[src/rtl/ps2_pkg.sv]
// Shared types and constants for the PS/2 host transmitter and scan-code receiver.
package ps2_pkg;

   typedef enum logic [2:0] {
      StIdle,
      StInhibit,
      StReq,
      StShift,
      StAck,
      StWaitIdle,
      StErr
   } ps2_tx_state_e;

   localparam logic [3:0] ACK_FALL  = 4'd11;
   localparam logic [3:0] STOP_FALL = 4'd10;

   localparam logic [7:0] CMD_SET_LED = 8'hED;
   localparam logic [7:0] CMD_ENABLE  = 8'hF4;
   localparam logic [7:0] CMD_RESET   = 8'hFF;

   function automatic int unsigned cycles_per_us(input int unsigned freq_hz);
      return freq_hz / 1_000_000;
   endfunction

endpackage

[src/rtl/ps2_sync_edge.sv]
// Two-flop synchronizer with falling-edge detect for one PS/2 line (idle level high).
module ps2_sync_edge (
   input  logic clk_i,
   input  logic rst_ni,
   input  logic line_i,
   output logic sync_o,
   output logic fall_o
);

   logic meta_q, sync_q, prev_q;

   always_ff @(posedge clk_i or negedge rst_ni) begin
      if (!rst_ni) begin
         meta_q <= 1'b1;
         sync_q <= 1'b1;
         prev_q <= 1'b1;
      end else begin
         meta_q <= line_i;
         sync_q <= meta_q;
         prev_q <= sync_q;
      end
   end

   assign sync_o = sync_q;
   assign fall_o = prev_q & ~sync_q;

endmodule

[src/rtl/ps2_host_tx.sv]
// PS/2 host-to-device command transmitter: request-to-send, device-clocked shift-out,
// ACK check and timeouts. Lines are open-drain; *_oe_o = 1 pulls the line low.
module ps2_host_tx
   import ps2_pkg::*;
#(
   parameter int unsigned CLK_FREQ_HZ      = 100_000_000,
   parameter int unsigned INHIBIT_US       = 100,
   parameter int unsigned START_TIMEOUT_US = 15000,
   parameter int unsigned BIT_TIMEOUT_US   = 2000
) (
   input  logic       clk_i,
   input  logic       rst_ni,
   input  logic [7:0] tx_data_i,
   input  logic       tx_valid_i,
   output logic       tx_ready_o,
   input  logic       ps2_clk_i,
   input  logic       ps2_data_i,
   output logic       ps2_clk_oe_o,
   output logic       ps2_data_oe_o,
   output logic       busy_o,
   output logic       tx_done_o,
   output logic       tx_err_o
);

   localparam int unsigned CycPerUs   = cycles_per_us(CLK_FREQ_HZ);
   localparam int unsigned InhibitCyc = INHIBIT_US * CycPerUs;
   localparam int unsigned StartCyc   = START_TIMEOUT_US * CycPerUs;
   localparam int unsigned BitCyc     = BIT_TIMEOUT_US * CycPerUs;
   localparam int unsigned TimerW     = $clog2(StartCyc) + 1;

   localparam logic [TimerW-1:0] InhibitLast = TimerW'(InhibitCyc - 1);
   localparam logic [TimerW-1:0] InhibitData = TimerW'(InhibitCyc - 2);
   localparam logic [TimerW-1:0] StartLast   = TimerW'(StartCyc - 1);
   localparam logic [TimerW-1:0] BitLast     = TimerW'(BitCyc - 1);

   ps2_tx_state_e     state_q, state_d;
   logic [TimerW-1:0] timer_q, timer_d;
   logic [3:0]        bit_cnt_q, bit_cnt_d, bit_cnt_inc;
   logic [7:0]        data_q, data_d;
   logic              parity_q, parity_d;
   logic              clk_oe_q, clk_oe_d;
   logic              data_oe_q, data_oe_d;
   logic              done_q, done_d;
   logic              clk_sync, clk_fall, data_sync, data_fall;

   ps2_sync_edge u_sync_clk (
      .clk_i  (clk_i),
      .rst_ni (rst_ni),
      .line_i (ps2_clk_i),
      .sync_o (clk_sync),
      .fall_o (clk_fall)
   );

   ps2_sync_edge u_sync_data (
      .clk_i  (clk_i),
      .rst_ni (rst_ni),
      .line_i (ps2_data_i),
      .sync_o (data_sync),
      .fall_o (data_fall)
   );

   assign bit_cnt_inc = (bit_cnt_q == 4'hF) ? bit_cnt_q : bit_cnt_q + 4'd1;

   always_comb begin
      state_d   = state_q;
      timer_d   = timer_q + 1'b1;
      bit_cnt_d = bit_cnt_q;
      data_d    = data_q;
      parity_d  = parity_q;
      clk_oe_d  = clk_oe_q;
      data_oe_d = data_oe_q;
      done_d    = 1'b0;

      unique case (state_q)
         StIdle: begin
            timer_d   = '0;
            clk_oe_d  = 1'b0;
            data_oe_d = 1'b0;
            if (tx_valid_i) begin
               data_d   = tx_data_i;
               parity_d = ~^tx_data_i;
               clk_oe_d = 1'b1;
               state_d  = StInhibit;
            end
         end
         StInhibit: begin
            // Start bit goes low one cycle before the clock is released.
            if (timer_q == InhibitData) data_oe_d = 1'b1;
            if (timer_q == InhibitLast) begin
               clk_oe_d  = 1'b0;
               data_oe_d = 1'b1;
               timer_d   = '0;
               bit_cnt_d = '0;
               state_d   = StReq;
            end
         end
         StReq: begin
            if (clk_fall) begin
               data_oe_d = ~data_q[0];
               bit_cnt_d = 4'd1;
               timer_d   = '0;
               state_d   = StShift;
            end else if (timer_q == StartLast) begin
               state_d = StErr;
            end
         end
         StShift: begin
            if (clk_fall) begin
               timer_d   = '0;
               bit_cnt_d = bit_cnt_inc;
               if (bit_cnt_q < 4'd8)       data_oe_d = ~data_q[bit_cnt_q[2:0]];
               else if (bit_cnt_q == 4'd8) data_oe_d = ~parity_q;
               else                        data_oe_d = 1'b0;
               if (bit_cnt_inc == STOP_FALL) state_d = StAck;
            end else if (timer_q == BitLast) begin
               state_d = StErr;
            end
         end
         StAck: begin
            if (clk_fall) begin
               timer_d   = '0;
               bit_cnt_d = bit_cnt_inc;
               state_d   = data_sync ? StErr : StWaitIdle;
            end else if (timer_q == BitLast) begin
               state_d = StErr;
            end
         end
         StWaitIdle: begin
            if (clk_sync && data_sync) begin
               done_d  = 1'b1;
               state_d = StIdle;
            end else if (timer_q == BitLast) begin
               state_d = StErr;
            end
         end
         StErr: begin
            state_d = StIdle;
         end
         default: state_d = StIdle;
      endcase

      if (state_d == StErr) begin
         clk_oe_d  = 1'b0;
         data_oe_d = 1'b0;
      end
   end

   always_ff @(posedge clk_i or negedge rst_ni) begin
      if (!rst_ni) begin
         state_q   <= StIdle;
         timer_q   <= '0;
         bit_cnt_q <= '0;
         data_q    <= '0;
         parity_q  <= 1'b0;
         clk_oe_q  <= 1'b0;
         data_oe_q <= 1'b0;
         done_q    <= 1'b0;
      end else begin
         state_q   <= state_d;
         timer_q   <= timer_d;
         bit_cnt_q <= bit_cnt_d;
         data_q    <= data_d;
         parity_q  <= parity_d;
         clk_oe_q  <= clk_oe_d;
         data_oe_q <= data_oe_d;
         done_q    <= done_d;
      end
   end

   // Data falls are not needed by the transmitter; the receiver uses them.
   logic unused_data_fall;
   assign unused_data_fall = data_fall;

   assign tx_ready_o    = (state_q == StIdle);
   assign busy_o        = (state_q != StIdle);
   assign ps2_clk_oe_o  = clk_oe_q;
   assign ps2_data_oe_o = data_oe_q;
   assign tx_done_o     = done_q;
   assign tx_err_o      = (state_q == StErr);

endmodule

[config.mk]
export PLATFORM = sky130hd
export DESIGN_NAME = ps2_host_tx
export DESIGN_NICKNAME = d
export VERILOG_FILES = /design/src/rtl/ps2_pkg.sv /design/src/rtl/ps2_sync_edge.sv /design/src/rtl/ps2_host_tx.sv
export SDC_FILE = /design/constraint.sdc
export NUM_CORES = 1
export LEC_CHECK = 0
export ABC_AREA = 1
export CORE_MARGIN = 2
export CORE_UTILIZATION = 58
export DETAILED_ROUTE_END_ITERATION = 6
export HOLD_SLACK_MARGIN = 0.1
export PLACE_DENSITY = 0.76
export REMOVE_ABC_BUFFERS = 1
export SLEW_MARGIN = 20
export SYNTH_ARGS = -nofsm -noshare
export SYNTH_HDL_FRONTEND = slang
export SYNTH_HIERARCHICAL = 1
export SYNTH_SLANG_ARGS = --single-unit
[constraint.sdc]
create_clock -name clk_i -period 2 [get_ports clk_i]
set_input_delay 0.4 -clock clk_i [delete_from_list [all_inputs] [get_ports clk_i]]
set_output_delay 0.4 -clock clk_i [all_outputs]
set_load 0.02 [all_outputs]
==> qor.yml <==
slew_violations: 0
hpwl_mm: 4.878
cts_made_buffers: 5
antennaDiodeCount: 0
fillers: 399
nClkBuffers: 6
hold_slack_ns: 0.3645
holdPathEnd: "u_sync_data/sync_o"
syn-cell-area_um2: 2836
pre_cts_ws_ns: 0.1161
stdcell_count: 489
grt_max_degree: 24
startpoint: "u_sync_clk/prev_q"
vias: 2581
critPathBufInv: 3
pwr_density_cell_nw_per_um2: 525.8
antenna_found_initial: 0
drtIter0Drc: 224
antenna_left: 0
globalplace.congestion: 0.9923
rsz0062_at_grt: "true"
gr-usage-met3_pct: 5.827
hold_path.class: "flop to flop"
max_freq_mhz: 544.5
required_ns: 2.21
dr_wl_met2_mm: 2.683
largestClassByArea: "combinational gates"
hold_path_depth: 0
setup-tns-final_ns: 0
wirelength_mm: 6.338
crit_slowest_cell: "dfstp_2"
seq_cells: 46
yosys_warnings: 6
wl_met3_um: 514
cp.arrival_ns: 2.05
clockBufferDepth: 2
cts_root_buf: "clkbuf_8"
placed_area_um2: 3144
io_pins: 19
viasPerCell: 5.278
status: "finished, final reports clean"
clk-insertion-delay-late_ns: 0.29
fp.dieH_um: 73.93
finalCritPeriodShare_pct: 91.83
path_clk_slew_ns: 0.08
irDropWorstVdd_uv: 397.1
drive_above_1_share_pct: 12.09
num-nonclk-inverters: 54
setup_viol_count_final: 0
overflow: 0
end_kind: "flop"
met1_length_mm: 3.010
worstSetupPathType: "flop to flop"
grt_use_total_pct: 25.71
layout_top_cell: "nand2_1"
avgSynthCellArea_um2: 7.273
port_buffers: 18
grt_util_met2_pct: 37.60
comb_share_pct: 44.32
min_period_ns: 1.837
buffers: 29
[sequential cells by signal, summed over array words and instances (netlist names), 3 cells and up]
name	flops
data_q	8
state_q	3
bit_cnt_q	4
timer_q	22
[worst max path at each step]
stage | slack (ns) | to
floorplan | 0.34 | timer_q[19]
detailed placement | 0.12 | timer_q[19]
finish | 0.16 | bit_cnt_q[0]
global placement | 0.18 | timer_q[19]
global route | -0.01 | bit_cnt_q[0]
CTS | 0.03 | tx_err_o
[where the power goes]
part	internal, mW	total (mW)	switching, mW
logic	0.0400	0.0801	0.0401
clock network	0.400	0.699	0.299
registers	0.938	0.942	0.00317
total	1.38	1.72	0.342
[what timing repair did]
item	4_1_cts	5_1_grt
hold buffers	1	0
endpoints found under the setup margin	2	17
resized	2	6
hold endpoints to repair	20	0
gates cloned	0	0
Floorplan with the power grid:
Bar = 20 µm. Pins as bars on the die edge. Tap cells in grey.
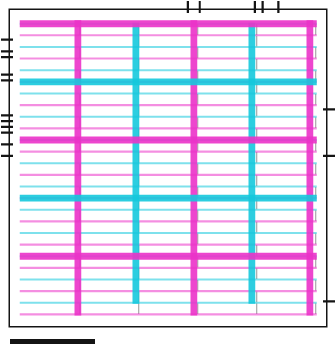
magenta -> VSS
cyan -> VDD
met5 straps = 5
rows = 25

Placement by cell class:
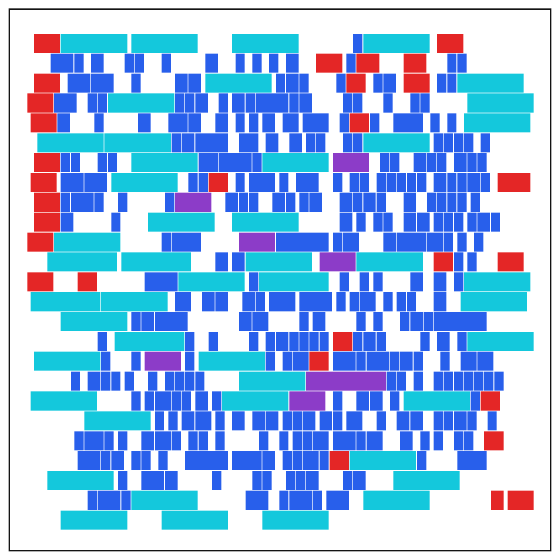
cyan -> registers  # cells 46
red -> remaining buffers and delay cells  # cells 29
purple -> clock drivers and dummy loads  # cells 7
blue -> remaining logic cells  # cells 340
end-of-flow core utilization: 69.27%
row count: 25
Core Box Area: 4723 µm²
flop share of the area: 35.37%
Finished Cell Area: 3272 µm²

Clock network drawn from the DEF:
Bar = 20 µm.
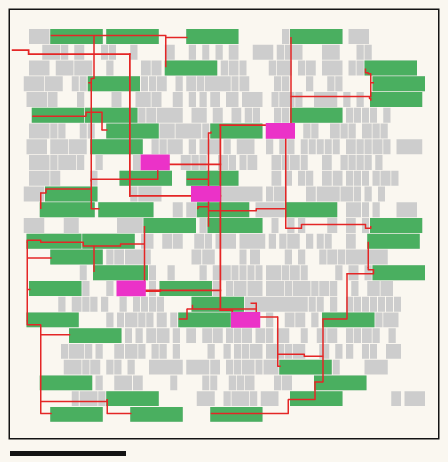
red -> clock wires  # length 549 µm
magenta -> clock-net drivers  # count 5
green -> flip-flops  # count 46
routed clock nets = 6
flops lie = spread over the die

Routed metal, one colour a layer:
Bar = 20 µm. Only two layers are drawn.
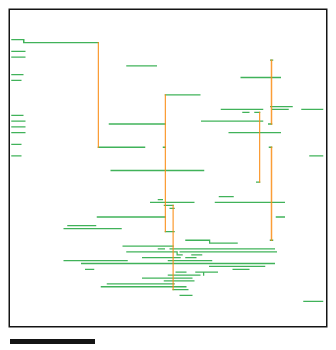
orange -> M4  # wire length 129 µm
green -> M3  # wire length 515 µm

Power figures rest on the tool's default switching activity, not on a simulated workload.
